placed.png
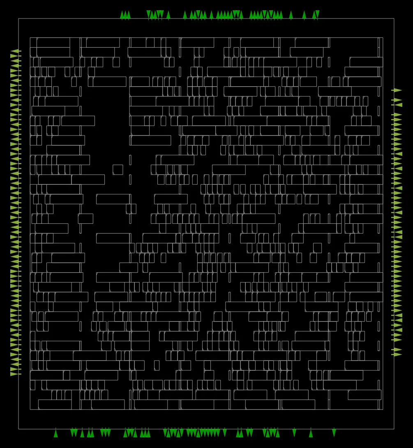
class_map.png
(4 px per um)
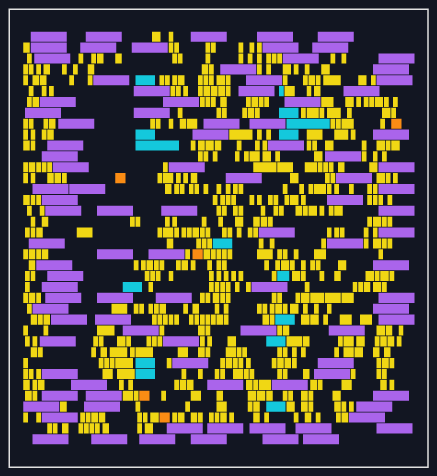
m3.png
(2 px per um) Cells faint in the background.
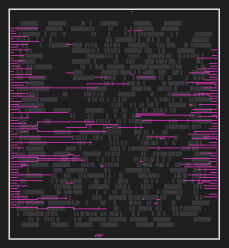
sizing.png
(3 px per um)
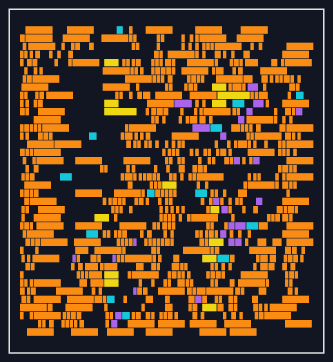
--- config.mk ---
export PLATFORM = sky130hd
export DESIGN_NAME = instr_fetch_unit
export DESIGN_NICKNAME = d
export VERILOG_FILES = /design/src/rtl/instr_fetch_unit.sv
export SDC_FILE = /design/constraint.sdc
export NUM_CORES = 1
export LEC_CHECK = 0
export ABC_AREA = 1
export CORE_ASPECT_RATIO = 1.1
export CORE_MARGIN = 3
export CORE_UTILIZATION = 50
export DETAILED_ROUTE_END_ITERATION = 6
export DONT_BUFFER_PORTS = 1
export HOLD_SLACK_MARGIN = 0.02
export PLACE_DENSITY_LB_ADDON = 0.2
export SYNTH_ARGS = -nofsm -noshare
export SYNTH_HDL_FRONTEND = slang
export SYNTH_SLANG_ARGS = --single-unit
--- constraint.sdc ---
create_clock -name clk -period 7.4 [get_ports clk]
set_input_delay 1.48 -clock clk [delete_from_list [all_inputs] [get_ports clk]]
set_output_delay 1.48 -clock clk [all_outputs]
set_load 0.02 [all_outputs]
--- src/rtl/instr_fetch_unit.sv ---
`default_nettype none
// ----------------------------------------------------------------------------
// instr_fetch_unit : fetch sequencer feeding the instruction register
// Rev 1.0
// ----------------------------------------------------------------------------
module instr_fetch_unit #(
  parameter logic [31:0] RESET_PC = 32'h0000_0000
) (
  input  logic        clk,
  input  logic        reset,
  input  logic        fetch_en,
  input  logic        redirect,
  input  logic [31:0] redirect_pc,
  output logic        mem_req,
  output logic [31:0] mem_addr,
  input  logic        mem_gnt,
  input  logic        mem_rvalid,
  input  logic [31:0] mem_rdata,
  output logic        ir_load,
  output logic [31:0] ir_data,
  output logic [31:0] pc,
  output logic [31:0] pc_plus4,
  output logic        busy,
  output logic        addr_err
);

  typedef enum logic [1:0] {
    S_IDLE = 2'd0,
    S_REQ  = 2'd1,
    S_WAIT = 2'd2,
    S_LOAD = 2'd3
  } state_e;

  state_e      state_q;
  logic        kill_q;
  logic [31:0] pc_q;
  logic [31:0] mem_addr_q;
  logic [31:0] ir_data_q;
  logic        addr_err_q;

  logic        redir_ok;
  logic        redir_bad;
  logic        kill_d;

  assign redir_ok  = redirect & (redirect_pc[1:0] == 2'b00);
  assign redir_bad = redirect & (redirect_pc[1:0] != 2'b00);

  // A redirect arriving in the same cycle as the response must still drop it.
  assign kill_d = kill_q | (redir_ok & ((state_q == S_REQ) | (state_q == S_WAIT)));

  always_ff @(posedge clk or posedge reset) begin
    if (reset) begin
      state_q    <= S_IDLE;
      kill_q     <= 1'b0;
      pc_q       <= RESET_PC;
      mem_addr_q <= RESET_PC;
      ir_data_q  <= 32'h0000_0000;
      addr_err_q <= 1'b0;
    end else begin
      addr_err_q <= redir_bad;

      case (state_q)
        S_IDLE: begin
          if (fetch_en) begin
            mem_addr_q <= redir_ok ? redirect_pc : pc_q;
            state_q    <= S_REQ;
          end
        end
        S_REQ: begin
          kill_q <= kill_d;
          if (mem_gnt) begin
            state_q <= S_WAIT;
          end
        end
        S_WAIT: begin
          if (mem_rvalid) begin
            kill_q <= 1'b0;
            if (kill_d) begin
              state_q <= S_IDLE;
            end else begin
              ir_data_q <= mem_rdata;
              state_q   <= S_LOAD;
            end
          end else begin
            kill_q <= kill_d;
          end
        end
        S_LOAD: begin
          state_q <= S_IDLE;
        end
        default: begin
          state_q <= S_IDLE;
        end
      endcase

      if (redir_ok) begin
        pc_q <= redirect_pc;
      end else if (state_q == S_LOAD) begin
        pc_q <= pc_q + 32'd4;
      end
    end
  end

  assign mem_req  = (state_q == S_REQ);
  assign busy     = (state_q != S_IDLE);
  assign ir_load  = (state_q == S_LOAD) & ~redir_ok;
  assign mem_addr = mem_addr_q;
  assign ir_data  = ir_data_q;
  assign pc       = pc_q;
  assign pc_plus4 = pc_q + 32'd4;
  assign addr_err = addr_err_q;

endmodule
`default_nettype wire
==> impl_metrics.tcl <==
# flow metrics
set metrics [dict create \
    outcome "finished, final reports clean" \
    clk_path_buf_depth 2 \
    p_comb_mw 0.867 \
    clock.fmax_mhz 242 \
    utilization 0.554 \
    cp_num_buf_inv 2 \
    cts-root-buf "clkbuf_8" \
    grt.overflow.total 0 \
    min-delay-path-class "reg2reg" \
    ir_worst_vdd_uv 210 \
    edf_count 0 \
    syn_inst 711 \
    powerClk_mw 0.398 \
    finalCritPeriodShare 0.559 \
    yosys.area.top_type "dfrtp_1" \
    synthAoiAreaFrac 0.112 \
    flop_area_sq_mm 0.00250 \
    critPathLaunch "redirect_pc[1]" \
    min_period_ps 4140 \
    synth_top_flop_cell "dfrtp_1" \
    via_per_inst 5.27 \
    ctsHtreeMaxLevel 3 \
    wirelength_mm 14.2 \
    flops 100 \
    synthAdderAreaFrac 0.0141 \
    dr_wl_met2_mm 7.16 \
    p_int_mw 1.24 \
    hold_ws_ps 615 \
    crit_path_end_kind "output pin" \
    comb_area_sq_mm 0.00243 \
    xor_area_frac 0.0210 \
    holdPathEnd "kill_q" \
    grt_max_degree 66 \
    grt_pass1_wl_mm 22.6 \
    crit_chain "nor2_2 > nand2_2 > buf_4 > inv_2 > nor2_2" \
    topCellsByArea "dfrtp_1 47%, nand2_1 19%, o21ai_0 5.9%, nor2_1 4.5%, inv_1 4.2%" \
    clk_pin_slew_worst_paths_ps 90 \
    lay_top_cells "275 x nand2_1, 100 x dfrtp_1, 63 x o21ai_0" \
    power_frac_clock 0.154 \
    synth_cell_type_count 32 \
    syn_area_sq_mm 0.00531 \
    worstSetupEndpoint "ir_load" \
    die_w_um 104 \
    ys_seq_frac 0.471 \
    insertion_delay_ps 370 \
    cts_hold_buf 0 \
    tns_ps 0 \
    wl_met3_mm 1.42 \
    n_clock_buffer 12 \
    num_rows 38 \
    nNonClkBuffers 5 \
    drv_slew 0 \
    cp_max_fo 44 \
    grt_usage 0.240 \
    power_frac_seq 0.509 \
    dp_hpwl_mm 10.7 \
    power_density_mw_per_mm2 459 \
    numCtsBuffers 9 \
    dieArea_sq_mm 0.0119 \
    synth_nets 787 \
    power_switching_share 0.518 \
    worst_pin_slew_ps 872 \
    wl_per_cell_um 16.8 \
    top_cell_area_share 0.471 \
    ys_warn_count 0 \
    crit_top_cell "nor2_2" \
    dpl_cell_area_sq_mm 0.00539 \
    portBuffers 0 \
    ys_sh_simple 0.310 \
    yosys-top-cells-count "275 x nand2_1, 100 x dfrtp_1, 63 x nor2_1, 63 x o21ai_0, 59 x inv_1" \
    layout_top_cell "nand2_1" \
    dp.cells 828 \
    ys_sh_mux 0 \
    worst_path_max_delay_cell "buf_4" \
    r2r_start "state_q[0]" \
    switchingPower_mw 1.34 \
    fin_nets 775 \
    reg2reg_depth 7 \
    grt_setup_unrepaired "false" \
    max_cap_violations 0 \
]
Notes on placed.png above:
tap cell count: 140
Layout fillers: 973

Notes on class_map.png above:
| color | class | cells |
|---|---|---|
| purple | sequential cells | 100 |
| yellow | remaining logic cells | 583 |
| cyan | clock drivers and dummy loads | 15 |
| orange | remaining buffers and delay cells | 5 |

Notes on m3.png above:
wire length on this layer: 1420 um
share of all routed wire: 10%
longest straight run: 43.5 um
main direction: horizontal

Notes on sizing.png above:
| color | size | cells | share | most used |
|---|---|---|---|---|
| orange | x1 and smaller | 651 | 93% | nand2_1 |
| cyan | x3 and x4 | 13 | 1.8% | nor2_4 |
| yellow | x6 and larger | 14 | 2.0% | clkbuf_8 |
| purple | x2 | 25 | 3.6% | nor2_2 |

